[src/rtl/lsu_bus_bridge_if.sv]
// lsu_bus_bridge_if: single-beat memory bus between the LSU bridge (master) and memory (slave).
interface lsu_bus_bridge_if;
    logic        bus_req;
    logic        bus_we;
    logic [31:0] bus_addr;
    logic [31:0] bus_wdata;
    logic [3:0]  bus_be;
    logic [31:0] bus_rdata;
    logic        bus_ack;
    modport master (output bus_req, bus_we, bus_addr, bus_wdata, bus_be, input bus_rdata, bus_ack);
    modport slave (input bus_req, bus_we, bus_addr, bus_wdata, bus_be, output bus_rdata, bus_ack);
endinterface

[src/rtl/lsu_bus_bridge.sv]
// lsu_bus_bridge: RV32I load/store to single-beat bus bridge with ack timeout.
// Define LSU_MISALIGN_TRAP_EN to trap misaligned halfword/word accesses instead of issuing them.
module lsu_bus_bridge #(
    parameter int TIMEOUT_CYCLES = 16
) (
    input  logic              clk,
    input  logic              reset,
    input  logic              mem_read,
    input  logic              mem_write,
    input  logic [2:0]        funct3,
    input  logic [31:0]       addr,
    input  logic [31:0]       wdata,
    output logic [31:0]       rdata,
    output logic              stall,
    output logic              err,
    lsu_bus_bridge_if.master  bus
);
    typedef enum logic [1:0] {IDLE, REQ, DONE} state_t;
    state_t      state_q, state_d;
    logic [7:0]  cnt_q, cnt_d;
    logic [31:0] addr_q, addr_d, wdata_q, wdata_d, rdata_q, rdata_d, ld_data;
    logic [2:0]  f3_q, f3_d;
    logic        we_q, we_d, err_q, err_d;
    logic        access, illegal, misalign, expired;
    logic [7:0]  ld_byte;
    logic [15:0] ld_half;
    assign access  = mem_read | mem_write;
    assign illegal = funct3 == 3'b011 || funct3[2:1] == 2'b11 || (mem_write && funct3[2]);
`ifdef LSU_MISALIGN_TRAP_EN
    assign misalign = (funct3[1:0] == 2'b01 && addr[0]) || (funct3[1:0] == 2'b10 && addr[1:0] != 2'b00);
`else
    assign misalign = 1'b0;
`endif
    assign expired = cnt_q == 8'(TIMEOUT_CYCLES - 1);
    assign bus.bus_req   = state_q == REQ;
    assign bus.bus_we    = we_q;
    assign bus.bus_addr  = {addr_q[31:2], 2'b00};
    assign bus.bus_be    = f3_q[1:0] == 2'b00 ? 4'b0001 << addr_q[1:0] :
                           f3_q[1:0] == 2'b01 ? (addr_q[1] ? 4'b1100 : 4'b0011) : 4'b1111;
    assign bus.bus_wdata = f3_q[1:0] == 2'b00 ? {4{wdata_q[7:0]}} :
                           f3_q[1:0] == 2'b01 ? {2{wdata_q[15:0]}} : wdata_q;
    assign ld_byte = bus.bus_rdata[{addr_q[1:0], 3'b000} +: 8];
    assign ld_half = bus.bus_rdata[{addr_q[1], 4'b0000} +: 16];
    // funct3[2] selects zero extension (lbu/lhu)
    assign ld_data = f3_q[1:0] == 2'b00 ? {{24{~f3_q[2] & ld_byte[7]}}, ld_byte} :
                     f3_q[1:0] == 2'b01 ? {{16{~f3_q[2] & ld_half[15]}}, ld_half} : bus.bus_rdata;
    assign rdata = rdata_q;
    assign err   = err_q;
    always_comb begin
        state_d = state_q;
        cnt_d   = cnt_q;
        addr_d  = addr_q;
        f3_d    = f3_q;
        wdata_d = wdata_q;
        we_d    = we_q;
        rdata_d = rdata_q;
        err_d   = 1'b0;
        stall   = 1'b0;
        case (state_q)
            IDLE: begin
                stall = access;
                if (access) begin
                    addr_d  = addr;
                    f3_d    = funct3;
                    wdata_d = wdata;
                    we_d    = mem_write;
                    cnt_d   = 8'd0;
                    state_d = illegal || misalign ? DONE : REQ;
                    err_d   = illegal || misalign;
                    rdata_d = illegal || misalign ? 32'd0 : rdata_q;
                end
            end
            REQ: begin
                stall = 1'b1;
                if (bus.bus_ack) begin
                    rdata_d = we_q ? rdata_q : ld_data;
                    state_d = DONE;
                end else if (expired) begin
                    rdata_d = 32'd0;
                    err_d   = 1'b1;
                    state_d = DONE;
                end else begin
                    cnt_d = cnt_q + 8'd1;
                end
            end
            DONE: state_d = IDLE;
            default: state_d = IDLE;
        endcase
        // while reset is held the FSM is treated as already idle
        if (reset) stall = access;
    end
    always_ff @(posedge clk) begin
        if (reset) begin
            state_q <= IDLE;
            cnt_q   <= 8'd0;
            addr_q  <= 32'd0;
            f3_q    <= 3'd0;
            wdata_q <= 32'd0;
            we_q    <= 1'b0;
            rdata_q <= 32'd0;
            err_q   <= 1'b0;
        end else begin
            state_q <= state_d;
            cnt_q   <= cnt_d;
            addr_q  <= addr_d;
            f3_q    <= f3_d;
            wdata_q <= wdata_d;
            we_q    <= we_d;
            rdata_q <= rdata_d;
            err_q   <= err_d;
        end
    end
endmodule

[src/flat_wrapper.sv]
// flat-port wrapper written by rule: the top's interface ports become plain ports
module lsu_bus_bridge_flat 
#(
    parameter int TIMEOUT_CYCLES = 16
)
  (clk, reset, mem_read, mem_write, funct3, addr, wdata, rdata, stall, err, bus_bus_req, bus_bus_we, bus_bus_addr, bus_bus_wdata, bus_bus_be, bus_bus_rdata, bus_bus_ack);
  lsu_bus_bridge_if bus_i ();
  input  logic clk;
  input  logic reset;
  input  logic mem_read;
  input  logic mem_write;
  input  logic [2:0] funct3;
  input  logic [31:0] addr;
  input  logic [31:0] wdata;
  output logic [31:0] rdata;
  output logic stall;
  output logic err;
  output wire logic [$bits(bus_i.bus_req)-1:0] bus_bus_req;
  output wire logic [$bits(bus_i.bus_we)-1:0] bus_bus_we;
  output wire logic [$bits(bus_i.bus_addr)-1:0] bus_bus_addr;
  output wire logic [$bits(bus_i.bus_wdata)-1:0] bus_bus_wdata;
  output wire logic [$bits(bus_i.bus_be)-1:0] bus_bus_be;
  input wire logic [$bits(bus_i.bus_rdata)-1:0] bus_bus_rdata;
  input wire logic [$bits(bus_i.bus_ack)-1:0] bus_bus_ack;
  assign bus_bus_req = bus_i.bus_req;
  assign bus_bus_we = bus_i.bus_we;
  assign bus_bus_addr = bus_i.bus_addr;
  assign bus_bus_wdata = bus_i.bus_wdata;
  assign bus_bus_be = bus_i.bus_be;
  assign bus_i.bus_rdata = bus_bus_rdata;
  assign bus_i.bus_ack = bus_bus_ack;
  lsu_bus_bridge #(.TIMEOUT_CYCLES(TIMEOUT_CYCLES)) u_core (.clk(clk), .reset(reset), .mem_read(mem_read), .mem_write(mem_write), .funct3(funct3), .addr(addr), .wdata(wdata), .rdata(rdata), .stall(stall), .err(err), .bus(bus_i));
endmodule
[config.mk]
export PLATFORM = sky130hd
export DESIGN_NAME = lsu_bus_bridge_flat
export DESIGN_NICKNAME = d
export VERILOG_FILES = /design/src/rtl/lsu_bus_bridge_if.sv /design/src/rtl/lsu_bus_bridge.sv /design/src/flat_wrapper.sv
export SDC_FILE = /design/constraint.sdc
export NUM_CORES = 1
export LEC_CHECK = 0
export CAP_MARGIN = 20
export CELL_PAD_IN_SITES_DETAIL_PLACEMENT = 0
export CELL_PAD_IN_SITES_GLOBAL_PLACEMENT = 1
export CORE_ASPECT_RATIO = 2
export CORE_UTILIZATION = 32
export DETAILED_ROUTE_END_ITERATION = 7
export GPL_TIMING_DRIVEN = 1
export PLACE_DENSITY = 0.8
export SLEW_MARGIN = 40
export SYNTH_ARGS = -nofsm -noshare
export SYNTH_HDL_FRONTEND = slang
export SYNTH_SLANG_ARGS = --single-unit
[constraint.sdc]
create_clock -name clk -period 2.2 [get_ports clk]
set_clock_uncertainty 0.15 [all_clocks]
set_input_delay 0.44 -clock clk [delete_from_list [all_inputs] [get_ports clk]]
set_output_delay 0.44 -clock clk [all_outputs]
set_load 0.01 [all_outputs]
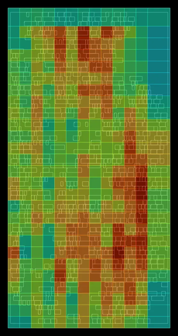
Fig. 1. Routing congestion.
gr busiest metal: met2
met1 Use GR: 0.214
met2 global-route usage: 0.377
global-route usage over all layers: 0.206

==> flow_metrics.py <==
# Synthesis and PnR figures
metrics = {
    "timing": {
        "hold_viol": 0,
        "setup_viol": 0,
        "fin_ws_ns": 0.0603,
        "rsz0062_at_grt": "true",
        "period_used_share": 0.973,
        "clock.fmax_mhz": 467,
        "tightest_slew_ns": 0.493,
    },
    "layout": {
        "fin_area_mm2": 0.00849,
        "seq_area_frac": 0.263,
        "nets": 974,
        "lay_top_cells": "174 x clkdlybuf4s50_1, 150 x nand2_1, 107 x dfxtp_1, 72 x a21oi_1, 59 x buf_4",
        "diodes": 3,
        "num-multi-input-gates": 458,
        "buffer_area_frac": 0.316,
        "nNonClkInverters": 13,
        "largest_class": "combinational gates",
        "comb_share": 0.342,
        "layout_top_cell": "clkdlybuf4s50_1",
        "layout.cells.non_filler": 1087,
        "buffers_excl_clock": 276,
        "drive_gt1_frac": 0.162,
    },
    "synthesis": {
        "syn_avg_cell_area_um2": 8.37,
        "ys_sh_xor": 0.00773,
        "yosysTopAreaCell": "dfxtp_1",
        "most_common_cell": "nand2_1",
        "synth_area_mm2": 0.00567,
        "ys_ff": 111,
        "yosys.stat.seqShare": 0.392,
        "ys_types": 56,
        "synth.area.top_cells": "dfxtp_1 39%, nand2_1 9.9%, a21oi_1 6.4%",
        "synth-edff-count": 0,
        "ys_sh_aoi": 0.190,
        "ys_cells": 677,
    },
    "power": {
        "pg_comb_mw": 1.60,
        "p_switching_mw": 1.66,
        "p_total_mw": 5.78,
        "combinationalPowerShare": 0.276,
        "p_int_mw": 4.13,
        "p_per_area_mw_per_mm2": 681,
        "vdd_ir_drop_max_uv": 401,
    },
    "clock_tree": {
        "cts_buffers": 9,
        "clock-root-buffer": "clkbuf_16",
        "max-clock-path-buffers": 2,
        "htree_levels": 3,
    },
    "setup_path": {
        "path_cells": "buf_12 > buf_4 > mux2_2 > clkdlybuf4s15_2",
        "crit_slowest_cell": "dfxtp_4",
        "r2r_slack_ns": 0.18,
        "cp.required_ns": 1.61,
        "criticalPathCategory": "flop to primary output",
        "cp_slowest_stage_delay_ns": 0.38,
        "cp.arrival_ns": 1.55,
        "path_buffers": 3,
    },
    "place": {
        "routabilityCongestion": 0.812,
        "placed_area_mm2": 0.00807,
        "io_buffers": 205,
        "hpwlAfterDp_um": 13900,
        "dp_slack_ns": -0.175,
        "dp.cells": 1061,
    },
    "floorplan": {
        "initial_core_util": 0.328,
        "tap_cells": 210,
        "core_region_area_mm2": 0.0173,
        "die-area_mm2": 0.0183,
        "pin_count": 208,
        "die_y_um": 190,
    },
    "global_routing": {
        "grt_pass1_vias": 5415,
        "grt_antenna_before_repair": 3,
        "grt-ovfl-total": 0,
        "grt_util_met3": 0.0395,
        "grt_first_pass_wirelength_um": 28200,
    },
    "detailed_routing": {
        "dr.pass1.iters": 4,
        "viasPerCell": 5.01,
        "wl_met3_um": 1140,
        "top_layer": "met4",
        "drtAntennaViolNets": 0,
    },
    "status": {
        "status": "finished, final reports clean",
    },
    "hold_path": {
        "hp-class": "flop to flop",
    },
    "job": {
        "warnings": 29,
        "maxCapViolCount": 0,
    },
}
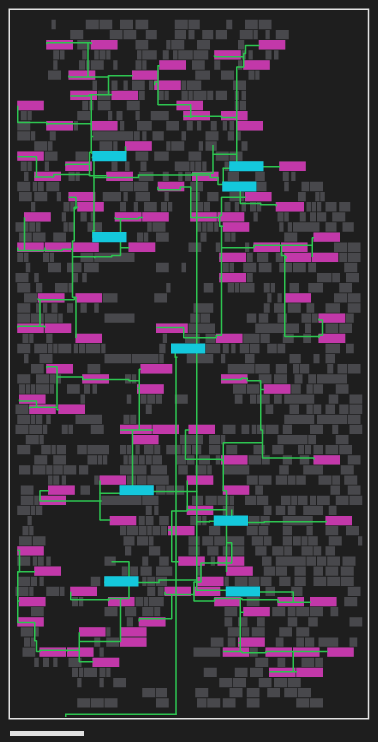
Fig. 2. Routed clock nets over the placement.
Scale bar: 20 µm.
Key: clock wires = green [length 1,540 µm]; flip-flops = magenta [count 111]; cells driving clock nets = cyan [count 9]
Position of the flops: all over the die. There are 10 routed clock nets.
Clock Power: 1.95 mW
clk latency late pin: 0.36 ns
Clk network pwr share: 0.337

==> what timing repair did <==
| action | in CTS | in global routing |
|---|---|---|
| endpoints found under the hold margin | 0 | 0 |
| endpoints found under the setup margin | 30 | 16 |
| resized | 58 | 15 |
| hold buffers | 0 | 0 |
| pin swaps | 1 | 0 |
| buffers inserted | 3 | 3 |
| gates cloned | 1 | 0 |
==> path summary, 6_finish.rpt <==
kind,from,to,depth (start not counted)
max reg2reg,u_core.f3_q[1],u_core.rdata[5],6
max,u_core.f3_q[1],bus_bus_wdata[20],4
min,u_core.addr_q[13],u_core.addr_q[13],2
min reg2reg,u_core.addr_q[13],u_core.addr_q[13],2
Power and IR drop assume default switching activity.
